## config.mk

```make
export PLATFORM = sky130hd
export DESIGN_NAME = mult_seq_ctrl
export DESIGN_NICKNAME = d
export VERILOG_FILES = /design/src/rtl/mult_pkg.sv /design/src/rtl/mult_shift_add_dp.sv /design/src/rtl/mult_seq_ctrl.sv
export SDC_FILE = /design/constraint.sdc
export NUM_CORES = 1
export LEC_CHECK = 0
export CORE_MARGIN = 5
export CORE_UTILIZATION = 50
export CTS_CLUSTER_SIZE = 20
export DETAILED_ROUTE_END_ITERATION = 10
export PLACE_DENSITY = 0.71
export SYNTH_ARGS = -nofsm -noshare
export SYNTH_HDL_FRONTEND = slang
export SYNTH_SLANG_ARGS = --single-unit
```

## constraint.sdc

```tcl
create_clock -name clk -period 4.2 [get_ports clk]
set_input_delay 0.84 -clock clk [delete_from_list [all_inputs] [get_ports clk]]
set_output_delay 0.84 -clock clk [all_outputs]
set_load 0.02 [all_outputs]
```

## src/rtl/mult_pkg.sv

```systemverilog
// Shared definitions for the sequential multiplier slice.
//   mult_state_e : sequencer state encoding (IDLE, RUN, SIGN, DONE)
//   MULT_WIDTH   : default operand width
//   MULT_CNT_W   : default iteration-counter width (2**MULT_CNT_W > MULT_WIDTH)
//   cond_abs()   : two's-complement magnitude, applied only for signed operands
package mult_pkg;

    localparam int unsigned MULT_WIDTH = 32;
    localparam int unsigned MULT_CNT_W = 6;

    typedef enum logic [1:0] {
        IDLE,
        RUN,
        SIGN,
        DONE
    } mult_state_e;

    // |v| when is_signed, raw v otherwise; |MIN_INT| wraps to itself and is
    // then read as an unsigned magnitude.
    function automatic logic [MULT_WIDTH-1:0] cond_abs(
        input logic [MULT_WIDTH-1:0] v,
        input logic                  is_signed
    );
        return (is_signed && v[MULT_WIDTH-1]) ? (~v + 1'b1) : v;
    endfunction

endpackage

```

## src/rtl/mult_shift_add_dp.sv

```systemverilog
// Shift-add datapath for the sequential multiplier.
// Holds multiplicand (2*WIDTH), multiplier, accumulator, sign flag and the
// HI/LO result registers.
// Ports:
//   clk_i            clock, rising edge
//   rst_ni           synchronous reset, active-low
//   load_i           capture operands (magnitudes) and clear accumulator
//   step_i           one shift-add iteration
//   finish_i         write signed-corrected product into HI/LO
//   sign_i           signed operation, sampled with load_i
//   srca_i, srcb_i   multiplicand / multiplier, sampled with load_i
//   hi_o, lo_o       upper / lower product word
//   mplier_last_o    remaining multiplier bits after this step are all zero
//                    (port exists only when MULT_EARLY_TERM_EN is defined)
module mult_shift_add_dp
    import mult_pkg::*;
#(
    parameter int unsigned WIDTH = MULT_WIDTH
) (
    input  logic             clk_i,
    input  logic             rst_ni,
    input  logic             load_i,
    input  logic             step_i,
    input  logic             finish_i,
    input  logic             sign_i,
    input  logic [WIDTH-1:0] srca_i,
    input  logic [WIDTH-1:0] srcb_i,
`ifdef MULT_EARLY_TERM_EN
    output logic             mplier_last_o,
`endif
    output logic [WIDTH-1:0] hi_o,
    output logic [WIDTH-1:0] lo_o
);

    logic [2*WIDTH-1:0] mcand_q;
    logic [WIDTH-1:0]   mplier_q;
    logic [2*WIDTH-1:0] acc_q;
    logic               neg_q;
    logic [WIDTH-1:0]   hi_q;
    logic [WIDTH-1:0]   lo_q;

    logic [WIDTH-1:0]   abs_a;
    logic [WIDTH-1:0]   abs_b;
    logic [2*WIDTH-1:0] result;

    // The package helper is fixed at MULT_WIDTH; other widths use the same
    // expression inline.
    if (WIDTH == MULT_WIDTH) begin : g_pkg_abs
        assign abs_a = cond_abs(srca_i, sign_i);
        assign abs_b = cond_abs(srcb_i, sign_i);
    end else begin : g_inline_abs
        assign abs_a = (sign_i && srca_i[WIDTH-1]) ? (~srca_i + 1'b1) : srca_i;
        assign abs_b = (sign_i && srcb_i[WIDTH-1]) ? (~srcb_i + 1'b1) : srcb_i;
    end

    assign result = neg_q ? (~acc_q + 1'b1) : acc_q;

    always_ff @(posedge clk_i) begin
        if (!rst_ni) begin
            mcand_q  <= '0;
            mplier_q <= '0;
            acc_q    <= '0;
            neg_q    <= 1'b0;
            hi_q     <= '0;
            lo_q     <= '0;
        end else begin
            if (load_i) begin
                mcand_q  <= {{WIDTH{1'b0}}, abs_a};
                mplier_q <= abs_b;
                acc_q    <= '0;
                neg_q    <= sign_i & (srca_i[WIDTH-1] ^ srcb_i[WIDTH-1]);
            end else if (step_i) begin
                if (mplier_q[0]) begin
                    acc_q <= acc_q + mcand_q;
                end
                mcand_q  <= mcand_q << 1;
                mplier_q <= mplier_q >> 1;
            end
            if (finish_i) begin
                {hi_q, lo_q} <= result;
            end
        end
    end

`ifdef MULT_EARLY_TERM_EN
    assign mplier_last_o = (mplier_q[WIDTH-1:1] == '0);
`endif

    assign hi_o = hi_q;
    assign lo_o = lo_q;

endmodule

```

## src/rtl/mult_seq_ctrl.sv

```systemverilog
// Multi-cycle sequencer for the pipeline's WIDTH x WIDTH multiplier.
// Runs the shift-add datapath, owns the iteration counter, busy/done flags
// and the stall request to the hazard unit.
// Ports:
//   clk         clock, rising edge
//   reset       synchronous reset, active-low
//   start_mult  start request from decode
//   mult_sign   1 = signed multiply, sampled with start_mult
//   srca, srcb  operands, sampled with start_mult
//   mf_read     decode-stage instruction reads HI/LO
//   hi, lo      product words (change only on SIGN->DONE or reset)
//   busy        multiply in RUN or SIGN
//   done        one-cycle pulse, hi/lo freshly updated
//   stall_mult  busy & (mf_read | start_mult), combinational
// Build option: MULT_EARLY_TERM_EN ends RUN as soon as the remaining
// multiplier bits are zero.
module mult_seq_ctrl
    import mult_pkg::*;
#(
    parameter int unsigned WIDTH = MULT_WIDTH,
    parameter int unsigned CNT_W = MULT_CNT_W
) (
    input  logic             clk,
    input  logic             reset,
    input  logic             start_mult,
    input  logic             mult_sign,
    input  logic [WIDTH-1:0] srca,
    input  logic [WIDTH-1:0] srcb,
    input  logic             mf_read,
    output logic [WIDTH-1:0] hi,
    output logic [WIDTH-1:0] lo,
    output logic             busy,
    output logic             done,
    output logic             stall_mult
);

    localparam logic [CNT_W-1:0] LAST_CNT = CNT_W'(WIDTH - 1);

    mult_state_e      state_q;
    logic [CNT_W-1:0] cnt_q;
    logic             busy_q;
    logic             done_q;

    logic load;
    logic step;
    logic finish;
    logic early_term;

    assign load   = ((state_q == IDLE) || (state_q == DONE)) && start_mult;
    assign step   = (state_q == RUN);
    assign finish = (state_q == SIGN);

    mult_shift_add_dp #(
        .WIDTH (WIDTH)
    ) u_dp (
        .clk_i         (clk),
        .rst_ni        (reset),
        .load_i        (load),
        .step_i        (step),
        .finish_i      (finish),
        .sign_i        (mult_sign),
        .srca_i        (srca),
        .srcb_i        (srcb),
`ifdef MULT_EARLY_TERM_EN
        .mplier_last_o (early_term),
`endif
        .hi_o          (hi),
        .lo_o          (lo)
    );

`ifndef MULT_EARLY_TERM_EN
    assign early_term = 1'b0;
`endif

    always_ff @(posedge clk) begin
        if (!reset) begin
            state_q <= IDLE;
            cnt_q   <= '0;
            busy_q  <= 1'b0;
            done_q  <= 1'b0;
        end else begin
            done_q <= 1'b0;
            unique case (state_q)
                IDLE, DONE: begin
                    if (start_mult) begin
                        state_q <= RUN;
                        cnt_q   <= '0;
                        busy_q  <= 1'b1;
                    end else begin
                        state_q <= IDLE;
                    end
                end
                RUN: begin
                    cnt_q <= cnt_q + 1'b1;
                    if ((cnt_q == LAST_CNT) || early_term) begin
                        state_q <= SIGN;
                    end
                end
                SIGN: begin
                    state_q <= DONE;
                    busy_q  <= 1'b0;
                    done_q  <= 1'b1;
                end
                default: begin
                    state_q <= IDLE;
                    busy_q  <= 1'b0;
                end
            endcase
        end
    end

    assign busy       = busy_q;
    assign done       = done_q;
    assign stall_mult = busy_q & (mf_read | start_mult);

endmodule

```

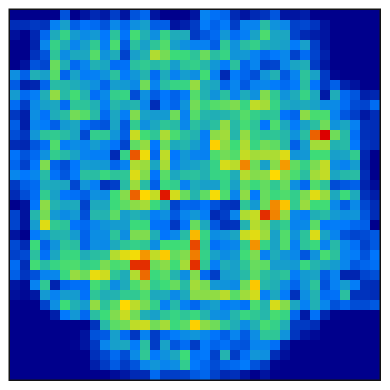
*Wiring heat map, run 1*
Scale: 2 px per um. 37 x 37 tiles, from dark blue (low) to red (high), scaled to the fullest tile. Values are wire area over tile area, all layers added.
- mean over tiles: 0.19
- fullest tile: 0.63
- tiles over half the peak: 17%
- emptiest ninth of the die: lower right
- densest ninth of the die: center
WL final: 41100 um
GR Util All Layers: 23.3%

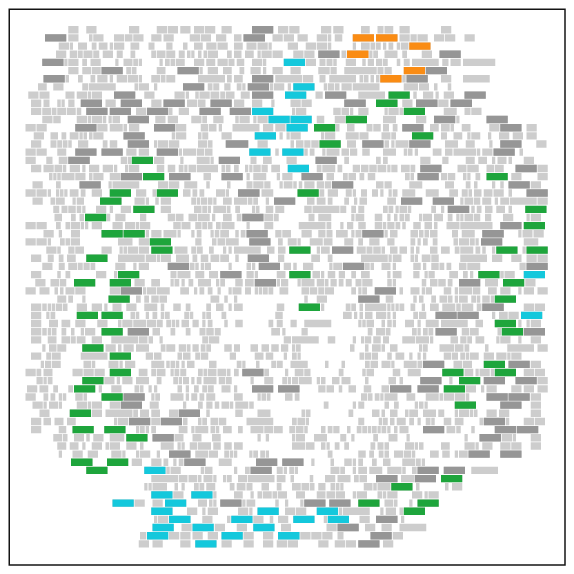
*Sequential cells colored by netlist name, run 1*
Scale: 3 px per um. Other sequential cells in the stronger gray, the rest of the logic in the fainter gray.
- u_dp.lo_o: cyan (sequential cells 32)
- cnt_q: orange (sequential cells 6)
- u_dp.mcand_q: green (sequential cells 64)
- not colored: 133
Core Util, Final: 58.8%
Seq area share: 26.3%

==> flow_summary_export.csv, run 1 <==
group,metric,value,unit
yosys,yosys-stat-cells,1879,
floorplanning,die_w,185,um
worst_hold_path,hold_path_depth,1,
timing,setup_ws,452,ps
power,power.switching,3.40,mW
drt,vias,13900,
timing,clock.fmax,0.267,GHz
drt,drc,0,
clocking,cts_tree,"done",
cells_and_area,logic_area,0.0100,sq mm
power,power,9.21,mW
clocking,root_buffer,"clkbuf_16",
clocking,path_clk_slew,60,ps
timing,setup_violations,0,
drt,via_per_inst,5.87,
yosys,synth.comb.largest_family,"AND-OR/OR-AND gates",
clocking,htreeDepth,1,
setup_path,cp-start-kind,"register",
status,status,"finished, final reports clean",
cells_and_area,flop_area,0.00471,sq mm
floorplanning,dieHeight,185,um
grt,grtUsageMet2,39.4,%
yosys,postSynthCellCount,1879,
power,pwr-share-seq,33.5,%
clocking,insertion_delay,550,ps
cells_and_area,num_antenna_cells,0,
grt,use_met3,3.04,%
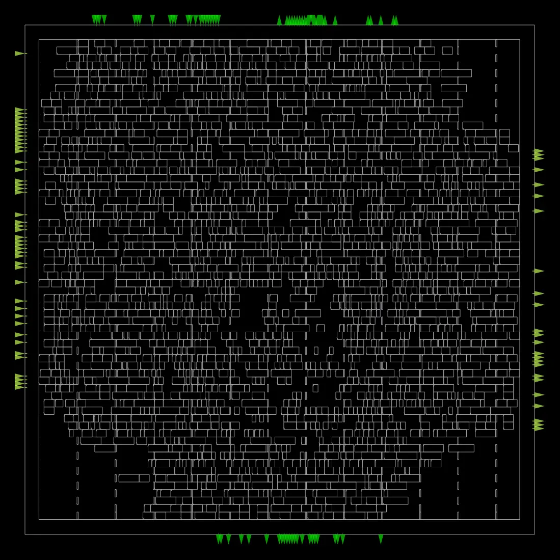
*Cell outlines without signal wires, run 1*
num tapcells: 396
Non-Filler Instances: 2366
cell row count: 64

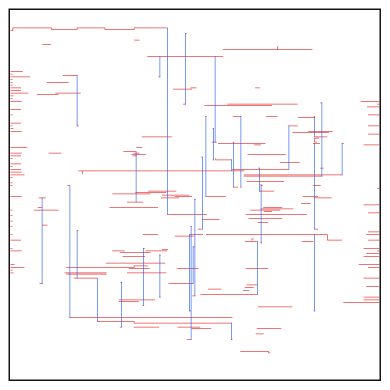
*Metal layers overlaid, run 1*
Scale: 2 px per um. Two of the layers only.
- M4: blue (wire length 1010 um)
- M3: red (wire length 1940 um)

## run 1: power by group through the flow
| stage | logic (mW) | clock network [mW] | registers [mW] |
|---|---|---|---|
| 4_1_cts | 3.60 | 2.59 | 3.09 |
| 3_3_place_gp | 3.52 | 0 | 3.12 |
| 3_5_place_dp | 3.58 | 0 | 3.13 |
| 6_report | 3.58 | 2.54 | 3.09 |
| 5_1_grt | 3.92 | 2.68 | 3.14 |
| 2_1_floorplan | 2.23 | 0 | 3.25 |
## run 1: worst max-delay path, cell delays in order, from the launching register on
cell	delay, ps
dfxtp_1	380
or4_4	600
or4_1	530
or3_1	380
nand3b_4	220
or4_4	480
or3_4	430
o31ai_2	210
xor2_1	170
nand2_1	70
o211a_1	160
## run 1: sequential cells by signal (all words and copies together), names as in the netlist
register and cells:
busy 1, cnt_q 6, done 1, state_q 2, u_dp.acc_q 64, u_dp.hi_o 32, u_dp.lo_o 32, u_dp.mcand_q 64
u_dp.mplier_q 32, u_dp.neg_q 1
## run 1: routing by layer
layer,wire length (um),vias to the layer above
li1,-,6915
met1,18800,6582
met2,19300,316
met3,1940,68
met4,1010,0
met5,0,-
## run 1: stage by stage
step | std cells | area [sq um] | util [%]
4_1_cts | 2366 | 17900 | 58.8
2_1_floorplan | 1879 | 15300 | -
3_3_place_gp | 2314 | 16900 | 55.6
3_5_place_dp | 2314 | 16900 | 55.6
6_report | 2366 | 17900 | 58.8
5_1_grt | 2366 | 17900 | 58.8
## run 1: area by class of cell
type | count | share of cell area, %
Clock inverter | 14 | 1.00
Timing Repair Buffer | 159 | 8.56
Sequential cell | 235 | 26.3
Clock buffer | 38 | 4.53
Tap cell | 396 | 2.77
Multi-Input combinational cell | 1493 | 56.1
Inverter | 31 | 0.652
### Wires at chosen ports, followed through buffers, run 1

Scale: 2 px per um.
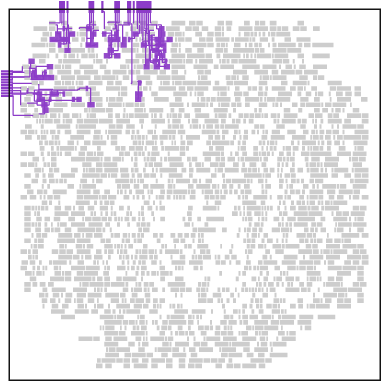

==> inputs of run 2 (changes only) <==
--- a/config.mk
+++ b/config.mk
@@ -9,7 +9,9 @@
 export CORE_UTILIZATION = 50
 export CTS_CLUSTER_SIZE = 20
 export DETAILED_ROUTE_END_ITERATION = 10
+export GPL_TIMING_DRIVEN = 0
 export PLACE_DENSITY = 0.71
+export SKIP_LAST_GASP = 1
 export SYNTH_ARGS = -nofsm -noshare
 export SYNTH_HDL_FRONTEND = slang
 export SYNTH_SLANG_ARGS = --single-unit
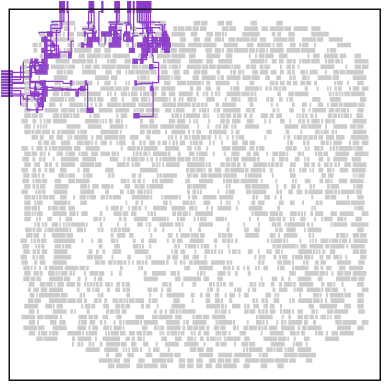
*Wires at chosen ports, followed through buffers, run 2*
Scale: 2 px per um.
- srcb: purple (bits 32; direction input; end cells 70; buffers 32; wire 1080 um)

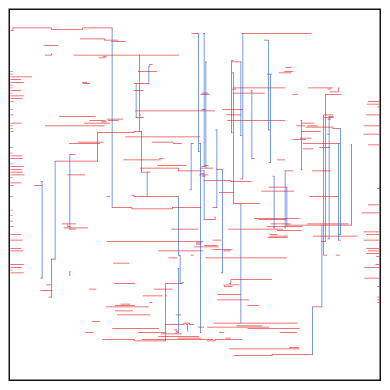
*Metal layers overlaid, run 2*
Scale: 2 px per um. Two of the layers only.
- M4: blue (wire length 1770 um)
- M3: red (wire length 2260 um)

==> run 2 against run 1 <==
Area after synthesis unchanged. Total power up 0.77%. Synthesized cell count unchanged. Clock power down 6%. Count of clock-buffer cells in the layout up 2. Clock skew down 0.52 ps. Critical path type unchanged.
==> flow_summary_export.csv, run 2 <==
group,metric,value,unit
grt,grtUsageTotal,27.6,%
clocking,path_clk_slew,60,ps
timing,clock.fmax,0.242,GHz
timing,setup_violations,0,
setup_path,crit_path_cell_trace,"or4_4, or4_1, buf_2, or3_1, buf_2, nand3b_4, or4_4, or3_4, o31ai_4, xor2_2, nand2_1, o211a_1",
yosys,yosys-stat-cells,1879,
clocking,root_buffer,"clkbuf_16",
power,power,9.28,mW
place,dp.cells,2410,
setup_path,cp_slowest_stage_delay,610,ps
floorplanning,die_w,185,um
setup_path,slowest_stage,"or4_4",
drt,routed_wl,48500,um
setup_path,path_delay_family,"simple AND/OR/NAND/NOR gates",
status,status,"finished, final reports clean",
clocking,cts_tree,"done",
clocking,htreeDepth,1,
drt,vias,14600,
power,pwr-share-seq,33.2,%
cells_and_area,num_antenna_cells,0,
floorplanning,placementRows,64,
-- run 2: final timing paths --
path / cells past startpoint / to / from
max: 12 / u_dp.hi_o[31] / u_dp.acc_q[3]
min: 1 / u_dp.lo_o[1] / u_dp.lo_o[1]
max reg2reg: 12 / u_dp.hi_o[31] / u_dp.acc_q[3]
min reg2reg: 1 / u_dp.lo_o[1] / u_dp.lo_o[1]
-- run 2: layout make-up --
type	count	area, sq um	share of cell area [%]
plain buffers	120	458	2.54
clock buffers	40	795	4.41
clock inverters	7	91.3	0.507
inverters	31	116	0.646
multi-input cells	1493	10000	55.6
flip-flops and latches	235	4700	26.1
well taps	396	495	2.75
repair buffers	135	1350	7.50
-- run 2: layer usage --
| layer | wire, um | vias up | GRT usage (%) |
|---|---|---|---|
| met2 | 23300 | 442 | 47.7 |
| li1 | - | 7125 | - |
| met5 | 0 | - | 0 |
| met4 | 1770 | 0 | 10.1 |
| met3 | 2260 | 90 | 2.57 |
| met1 | 21200 | 6936 | 35.9 |
-- run 2: metrics by stage --
step	instance area [sq um]	util (%)
2_1_floorplan	15300	-
3_3_place_gp	17100	56.4
3_5_place_dp	17100	56.4
4_1_cts	18000	59.3
5_1_grt	18000	59.4
6_report	18000	59.4
-- run 2: cell families after synthesis --
family	Yosys count
fa+ha+maj	70
compound gates	523
xor+xnor	166
flops	235
mux	101
simple gates	633
buf+inv	151
-- run 2: power by group through the flow --
stage	sequential, mW	combinational [mW]	clock (mW)
after floorplan	3.25	2.23	0
after global routing	3.13	4.12	2.51
final	3.08	3.81	2.39
after detailed placement	3.12	3.78	0
after global placement	3.10	3.73	0
after CTS	3.08	3.80	2.42
### Sequential cells colored by netlist name, run 2

Scale: 3 px per um. Other sequential cells in the stronger gray, the rest of the logic in the fainter gray.
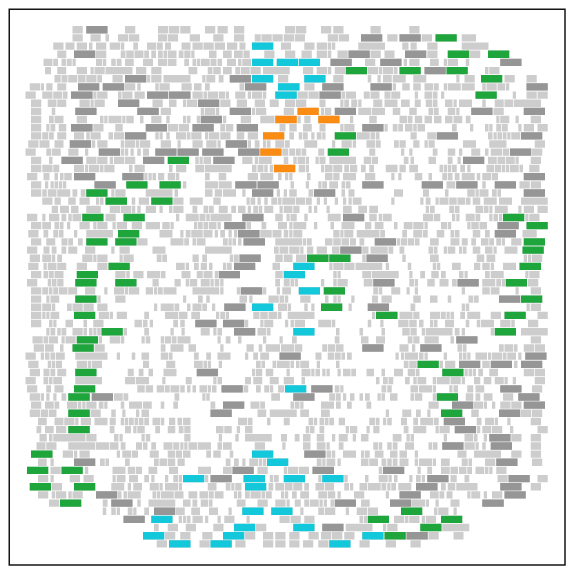

==> inputs of run 3 (changes only) <==
==> constraint.sdc (replaced) <==
create_clock -name clk -period 5.2 [get_ports clk]
set_input_delay 1.04 -clock clk [delete_from_list [all_inputs] [get_ports clk]]
set_output_delay 1.04 -clock clk [all_outputs]
set_load 0.02 [all_outputs]
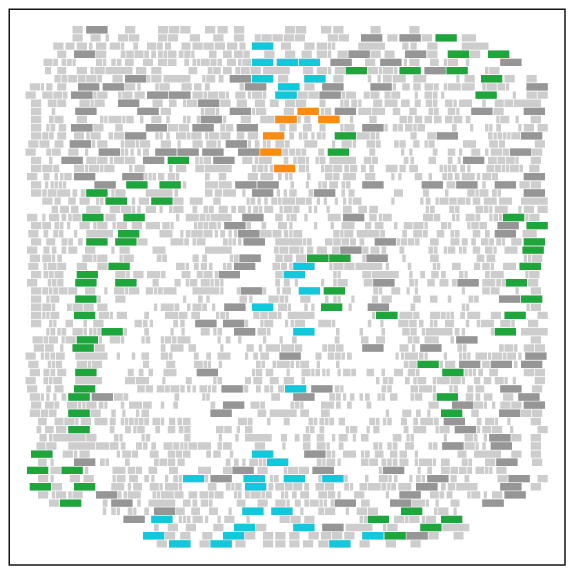
*Sequential cells colored by netlist name, run 3*
Scale: 3 px per um. Other sequential cells in the stronger gray, the rest of the logic in the fainter gray.
- u_dp.mcand_q: green (sequential cells 64; where widely spread)
- u_dp.lo_o: cyan (sequential cells 32; where a column down the middle)
- cnt_q: orange (sequential cells 6; where top center)
- not colored: 133

==> run 3 against run 2 <==
Register-to-register slack improved by 680 ps. Largest power group unchanged. Worst setup slack improved by 680 ps. Total power fell by 19%. Critical path type unchanged.
==> flow_summary_export.csv, run 3 <==
group,metric,value,unit
status,status,"finished, final reports clean",
floorplanning,die_w,185,um
floorplanning,initial_core_util,50.3,%
setup_path,crit_path_cell_trace,"or4_4, nor4_1, nand4_1, or4_1, clkbuf_1, or3_1, o41ai_1, xnor2_1, mux2i_1, nor2b_1",
cells_and_area,num_antenna_cells,0,
yosys,yosys-stat-cells,1879,
cells_and_area,utilization,59.3,%
drt,vias,14600,
clocking,insertion_delay,560,ps
grt,gr-total-overflow,0,
timing,setup_violations,0,
setup_path,slowest_stage,"nor4_1",
cells_and_area,fin_area,0.0180,sq mm
floorplanning,placementRows,64,
yosys,synth-main-ff-cell,"dfxtp_1",
drt,via_per_inst,5.94,
setup_path,path_delay_family,"simple AND/OR/NAND/NOR gates",
floorplanning,dieHeight,185,um
clocking,root_buffer,"clkbuf_16",
power,power,7.49,mW
yosys,top_area_cell,"dfxtp_1",
clocking,cts_inserted_buffers,27,
yosys,synth-async-reset-ratio,0,%
setup_path,cp_num_buf_inv,1,
grt,grtUsageTotal,27.5,%
yosys,syn-num-nets,2018,
setup_path,cp-start-kind,"register",
timing,clock.fmax,0.225,GHz
cells_and_area,reg_top3,"u_dp.acc_q x64, u_dp.mcand_q x64",
clocking,cts_tree,"done",
drt,routed_wl,48400,um
place,postPlaceCellArea,0.0171,sq mm
clocking,path_clk_slew,60,ps
setup_path,arrival,4930,ps
drt,drc,0,
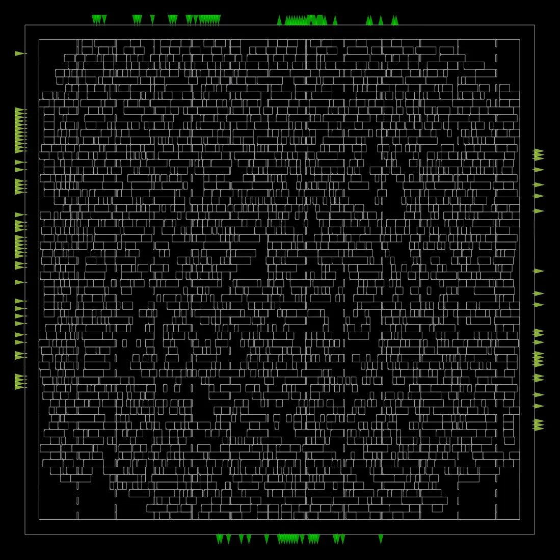
*Cell outlines without signal wires, run 3*
# fillers: 2814
flop count: 235
Seq area share: 26.1%

## run 3: final timing paths
path | start | end | depth (start not counted) | slack, ps
setup / recovery | u_dp.acc_q[3] | u_dp.hi_o[24] | 10 | 750
hold / removal | u_dp.hi_o[14] | u_dp.hi_o[14] | 1 | 480
setup reg to reg | u_dp.acc_q[3] | u_dp.hi_o[24] | 10 | 750
hold reg to reg | u_dp.hi_o[14] | u_dp.hi_o[14] | 1 | 480
## run 3: cell families (layout without fill, tap and decap cells)
logic type      count (synthesis)  in the layout  share of synthesized area (%)
buf+inv                       151            333                           3.76
flops                         235            235                           30.8
fa+ha+maj                      70             70                           5.79
xor+xnor                      166            166                           9.52
mux                           101            101                           6.62
simple gates                  633            633                           18.9
compound gates                523            523                           24.6
## run 3: metal layers
layer / global-route usage, % / up-vias / part of all wire (%)
met2: 47.6 / 431 / 48
met4: 10.2 / 0 / 3.7
li1: - / 7121 / -
met3: 2.47 / 91 / 4.5
met1: 35.9 / 6946 / 44
met5: 0 / - / 0
## run 3: where the power goes
part / internal [mW] / switching [mW] / total, mW
combinational: 1.24 / 1.83 / 3.07
sequential: 2.19 / 0.296 / 2.49
clock: 1.15 / 0.781 / 1.93
## run 3: layout make-up
cell class	count	area, sq um
tap	396	495
buffer	120	458
multi-input combinational	1493	9990
fill	2814	12300
clock buffer	40	795
inverter	31	116
timing repair buffer	135	1350
clock inverter	7	91.3
sequential	235	4700
## run 3: through the flow
stage | cells | worst slack [ps]
4_1_cts | 2457 | 817
5_1_grt | 2457 | 691
3_5_place_dp | 2410 | 845
2_1_floorplan | 1879 | 1610
3_3_place_gp | 2410 | 894
6_report | 2457 | 751
Power is estimated from default activity; no workload was simulated.
